### src/rtl/seq_alu.sv
// Sequential ALU: single-cycle logic/arith/shift ops plus W-cycle
// shift-add multiply and restoring divide, with valid/ready on both sides.
module seq_alu #(
  parameter int alu_op_size      = 4,
  parameter int alu_operand_size = 32
) (
  input  logic                        clk,
  input  logic                        reset,
  input  logic                        in_valid,
  output logic                        in_ready,
  input  logic [alu_op_size-1:0]      alu_op,
  input  logic [2:0]                  branch,
  input  logic [alu_operand_size-1:0] op1,
  input  logic [alu_operand_size-1:0] op2,
  output logic                        out_valid,
  input  logic                        out_ready,
  output logic [alu_operand_size-1:0] result,
  output logic                        zero,
  output logic                        busy
);

  localparam int W  = alu_operand_size;
  localparam int SW = $clog2(W);

  localparam logic [alu_op_size-1:0] OP_AND   = alu_op_size'(0);
  localparam logic [alu_op_size-1:0] OP_OR    = alu_op_size'(1);
  localparam logic [alu_op_size-1:0] OP_XOR   = alu_op_size'(3);
  localparam logic [alu_op_size-1:0] OP_SLL   = alu_op_size'(4);
  localparam logic [alu_op_size-1:0] OP_SRL   = alu_op_size'(5);
  localparam logic [alu_op_size-1:0] OP_SUB   = alu_op_size'(6);
  localparam logic [alu_op_size-1:0] OP_SRA   = alu_op_size'(7);
  localparam logic [alu_op_size-1:0] OP_SLT   = alu_op_size'(8);
  localparam logic [alu_op_size-1:0] OP_SLTU  = alu_op_size'(9);
  localparam logic [alu_op_size-1:0] OP_MUL   = alu_op_size'(10);
  localparam logic [alu_op_size-1:0] OP_MULHU = alu_op_size'(11);
  localparam logic [alu_op_size-1:0] OP_SLLI  = alu_op_size'(12);
  localparam logic [alu_op_size-1:0] OP_SRLI  = alu_op_size'(13);
  localparam logic [alu_op_size-1:0] OP_DIVU  = alu_op_size'(14);
  localparam logic [alu_op_size-1:0] OP_REMU  = alu_op_size'(15);

  typedef enum logic [1:0] {
    S_IDLE,
    S_ITER,
    S_HOLD
  } state_t;

  state_t r_state;
  state_t w_next;

  logic [W-1:0]  r_result;
  logic          r_zero;
  logic          r_zpend;
  logic          r_div;
  logic          r_sel_lo;
  logic [W-1:0]  r_hi;
  logic [W-1:0]  r_lo;
  logic [W-1:0]  r_b;
  logic [SW-1:0] r_cnt;

  logic          w_acc;
  logic          w_is_iter;
  logic          w_in_div;
  logic [SW-1:0] w_sh;
  logic [W-1:0]  w_sum;
  logic [W-1:0]  w_fast;
  logic          w_eq;
  logic          w_slt;
  logic          w_sltu;
  logic          w_zero;
  logic [W:0]    w_madd;
  logic [W:0]    w_rsh;
  logic [W:0]    w_diff;
  logic [W-1:0]  w_nhi;
  logic [W-1:0]  w_nlo;

  assign out_valid = (r_state == S_HOLD);
  assign busy      = (r_state == S_ITER);
  assign result    = r_result;
  assign zero      = r_zero;
  assign w_acc     = in_valid & in_ready;

  assign w_is_iter = (alu_op == OP_MUL) || (alu_op == OP_MULHU) ||
                     (alu_op == OP_DIVU) || (alu_op == OP_REMU);
  assign w_in_div  = (alu_op == OP_DIVU) || (alu_op == OP_REMU);

  always_ff @(posedge clk or posedge reset) begin
    if (reset) r_state <= S_IDLE;
    else       r_state <= w_next;
  end

  always_comb begin
    w_next   = r_state;
    in_ready = 1'b0;
    case (r_state)
      S_IDLE: begin
        in_ready = 1'b1;
        if (in_valid) w_next = w_is_iter ? S_ITER : S_HOLD;
      end
      S_ITER: begin
        if (r_cnt == '0) w_next = S_HOLD;
      end
      S_HOLD: begin
        in_ready = out_ready;
        if (out_ready) begin
          if (in_valid) w_next = w_is_iter ? S_ITER : S_HOLD;
          else          w_next = S_IDLE;
        end
      end
      default: w_next = S_IDLE;
    endcase
  end

  assign w_sh   = op2[SW-1:0];
  assign w_sum  = op1 + op2;
  assign w_eq   = (op1 == op2);
  assign w_slt  = ($signed(op1) < $signed(op2));
  assign w_sltu = (op1 < op2);

  always_comb begin
    w_fast = w_sum;
    case (alu_op)
      OP_AND:          w_fast = op1 & op2;
      OP_OR:           w_fast = op1 | op2;
      OP_XOR:          w_fast = op1 ^ op2;
      OP_SLL, OP_SLLI: w_fast = op1 << w_sh;
      OP_SRL, OP_SRLI: w_fast = op1 >> w_sh;
      OP_SUB:          w_fast = op1 - op2;
      OP_SRA:          w_fast = W'($signed(op1) >>> w_sh);
      OP_SLT:          w_fast = W'(w_slt);
      OP_SLTU:         w_fast = W'(w_sltu);
      default:         w_fast = w_sum;
    endcase
  end

  always_comb begin
    w_zero = w_eq;
    case (branch)
      3'b001:  w_zero = ~w_eq;
      3'b010:  w_zero = 1'b1;
      3'b100:  w_zero = w_slt;
      3'b101:  w_zero = ~w_slt;
      3'b110:  w_zero = w_sltu;
      3'b111:  w_zero = ~w_sltu;
      default: w_zero = w_eq;
    endcase
  end

  // hi/lo double as product {hi,lo} for multiply and {rem,quot} for divide
  assign w_madd = {1'b0, r_hi} + (r_lo[0] ? {1'b0, r_b} : '0);
  assign w_rsh  = {r_hi, r_lo[W-1]};
  assign w_diff = w_rsh - {1'b0, r_b};

  always_comb begin
    w_nhi = w_madd[W:1];
    w_nlo = {w_madd[0], r_lo[W-1:1]};
    if (r_div) begin
      w_nhi = w_diff[W] ? w_rsh[W-1:0] : w_diff[W-1:0];
      w_nlo = {r_lo[W-2:0], ~w_diff[W]};
    end
  end

  always_ff @(posedge clk or posedge reset) begin
    if (reset) begin
      r_result <= '0;
      r_zero   <= 1'b0;
      r_zpend  <= 1'b0;
      r_div    <= 1'b0;
      r_sel_lo <= 1'b0;
      r_hi     <= '0;
      r_lo     <= '0;
      r_b      <= '0;
      r_cnt    <= '0;
    end else if (w_acc) begin
      r_zpend <= w_zero;
      if (w_is_iter) begin
        r_div    <= w_in_div;
        r_sel_lo <= (alu_op == OP_MUL) || (alu_op == OP_DIVU);
        r_hi     <= '0;
        r_lo     <= w_in_div ? op1 : op2;
        r_b      <= w_in_div ? op2 : op1;
        r_cnt    <= SW'(W - 1);
      end else begin
        r_result <= w_fast;
        r_zero   <= w_zero;
      end
    end else if (r_state == S_ITER) begin
      r_hi <= w_nhi;
      r_lo <= w_nlo;
      if (r_cnt == '0) begin
        r_result <= r_sel_lo ? w_nlo : w_nhi;
        r_zero   <= r_zpend;
      end else begin
        r_cnt <= r_cnt - 1'b1;
      end
    end
  end

endmodule

### config.mk
export PLATFORM = sky130hd
export DESIGN_NAME = seq_alu
export DESIGN_NICKNAME = d
export VERILOG_FILES = /design/src/rtl/seq_alu.sv
export SDC_FILE = /design/constraint.sdc
export NUM_CORES = 1
export LEC_CHECK = 0
export CAP_MARGIN = 15
export CORE_AREA = 2 2 242 244
export DETAILED_ROUTE_END_ITERATION = 16
export DIE_AREA = 0 0 244 246
export PLACE_DENSITY = 0.61
export SYNTH_ARGS = -nofsm -noshare
export SYNTH_HDL_FRONTEND = slang
export SYNTH_SLANG_ARGS = --single-unit
### constraint.sdc
create_clock -name clk -period 5.5 [get_ports clk]
set_input_delay 0.825 -clock clk [delete_from_list [all_inputs] [get_ports clk]]
set_output_delay 0.825 -clock clk [all_outputs]
set_load 0.02 [all_outputs]
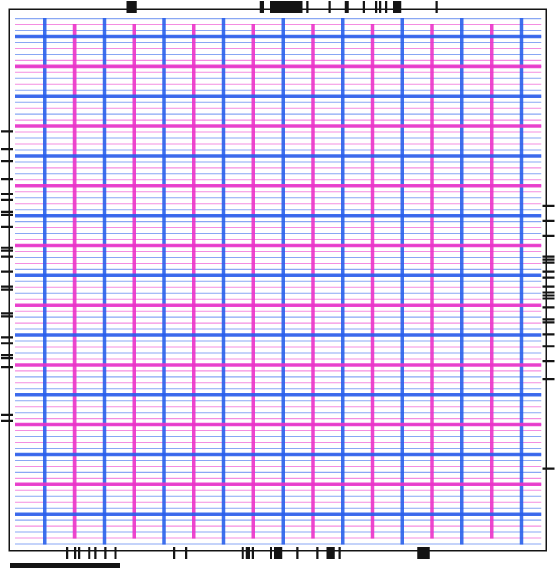
(power grid)
Bar = 50 µm. Pins as bars on the die edge.
[magenta] VDD
[blue] VSS
rows: 88
met5 straps: 17
met4 straps: 17
met1 rails: 89
peak supply drop: 244.0 µV
core area: 57370 µm²
Die X: 244 µm
Die Y-Extent: 246 µm

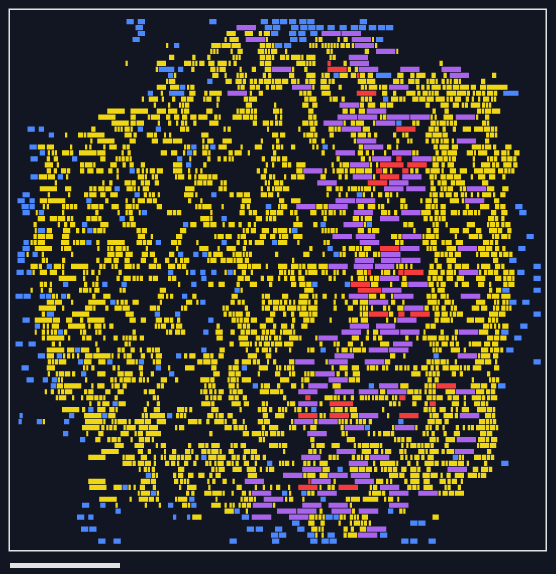
(placed cells, one colour a class)
Bar = 50 µm.
[purple] registers | cells: 139
[red] clock drivers and dummy loads | cells: 32
[yellow] remaining logic cells | cells: 2378
[blue] remaining buffers and delay cells | cells: 241

==> deck_impl_summary.md <==
Key Metrics from the Run

Clock network
  • Cts repair resizes: 0
  • Reg clk slew, reported paths: about 0.070 ns
  • Setup bufs post-CTS: 0
  • Hold_buf cts: 0
  • Total CTS buffers: 17
  • Clock Latency Late Sink: between 0.4 and 0.5 ns

Status
  • Outcome: complete, no violations

Worst hold path
  • Hold WC Path Type: flop to flop

Final timing
  • Fmax: about 220 MHz
  • Hold Vio Cnt, Final: 0
  • WHS: 0.4860 ns

Critical path
  • Critical Path Slowest Stage Cell: a311oi_1
  • Nature of the critical path endpoint: flop
  • Worst Setup Start Kind: flop
  • FF-to-FF Start: r_lo[31]
  • Buffers plus inverters on the worst setup path: 2

Pwr
  • Sequential share of power: about 23%

Drt
  • Met2 wire len: ~41000 µm
  • Routed WL: roughly 94000 µm
  • Met3 WL: about 8400 µm
  • Initial DRC Count: 2921

Global route
  • GRT Util Overall: about 30%
  • Largest net degree at the start of global routing: between 60 and 70

Synthesis
  • Yosys stat cell total: around 2700
  • Area leader, netlist: dfrtp_1

Floorplan
  • Core Rows: a little under 90

Layout
  • Top cells excl fill/tap: nand2_1, nor2_1, a21oi_1

Place
  • GP Congestion: 1.062
  • Dpl cells: 3523
[layout make-up]
class                   count  area [µm²]
repair buffers            241        2112
clock inverters            13       166.4
inverters                 152       575.6
flip-flops and latches    139        3482
fillers                  5921       34500
clock buffers              19       432.9
multi-input cells        2226       15140
well taps                 765       957.2
[power by group through the flow]
stage	clock network, mW	registers, mW	logic, mW
3_5_place_dp	0	1.98	5.51
5_1_grt	1.25	2.03	6.14
6_report	1.21	1.99	5.66
2_1_floorplan	0	1.86	3.76
4_1_cts	1.21	1.97	5.55
3_3_place_gp	0	1.98	5.45
[flip-flops by register name, indices dropped and copies added (netlist names)]
register	cells
r_state	2
r_sel_lo	1
r_lo	32
r_hi	32
result	32
r_zpend	1
r_b	32
r_div	1
r_cnt	5
zero	1
Power figures rest on the tool's default switching activity, not on a simulated workload.
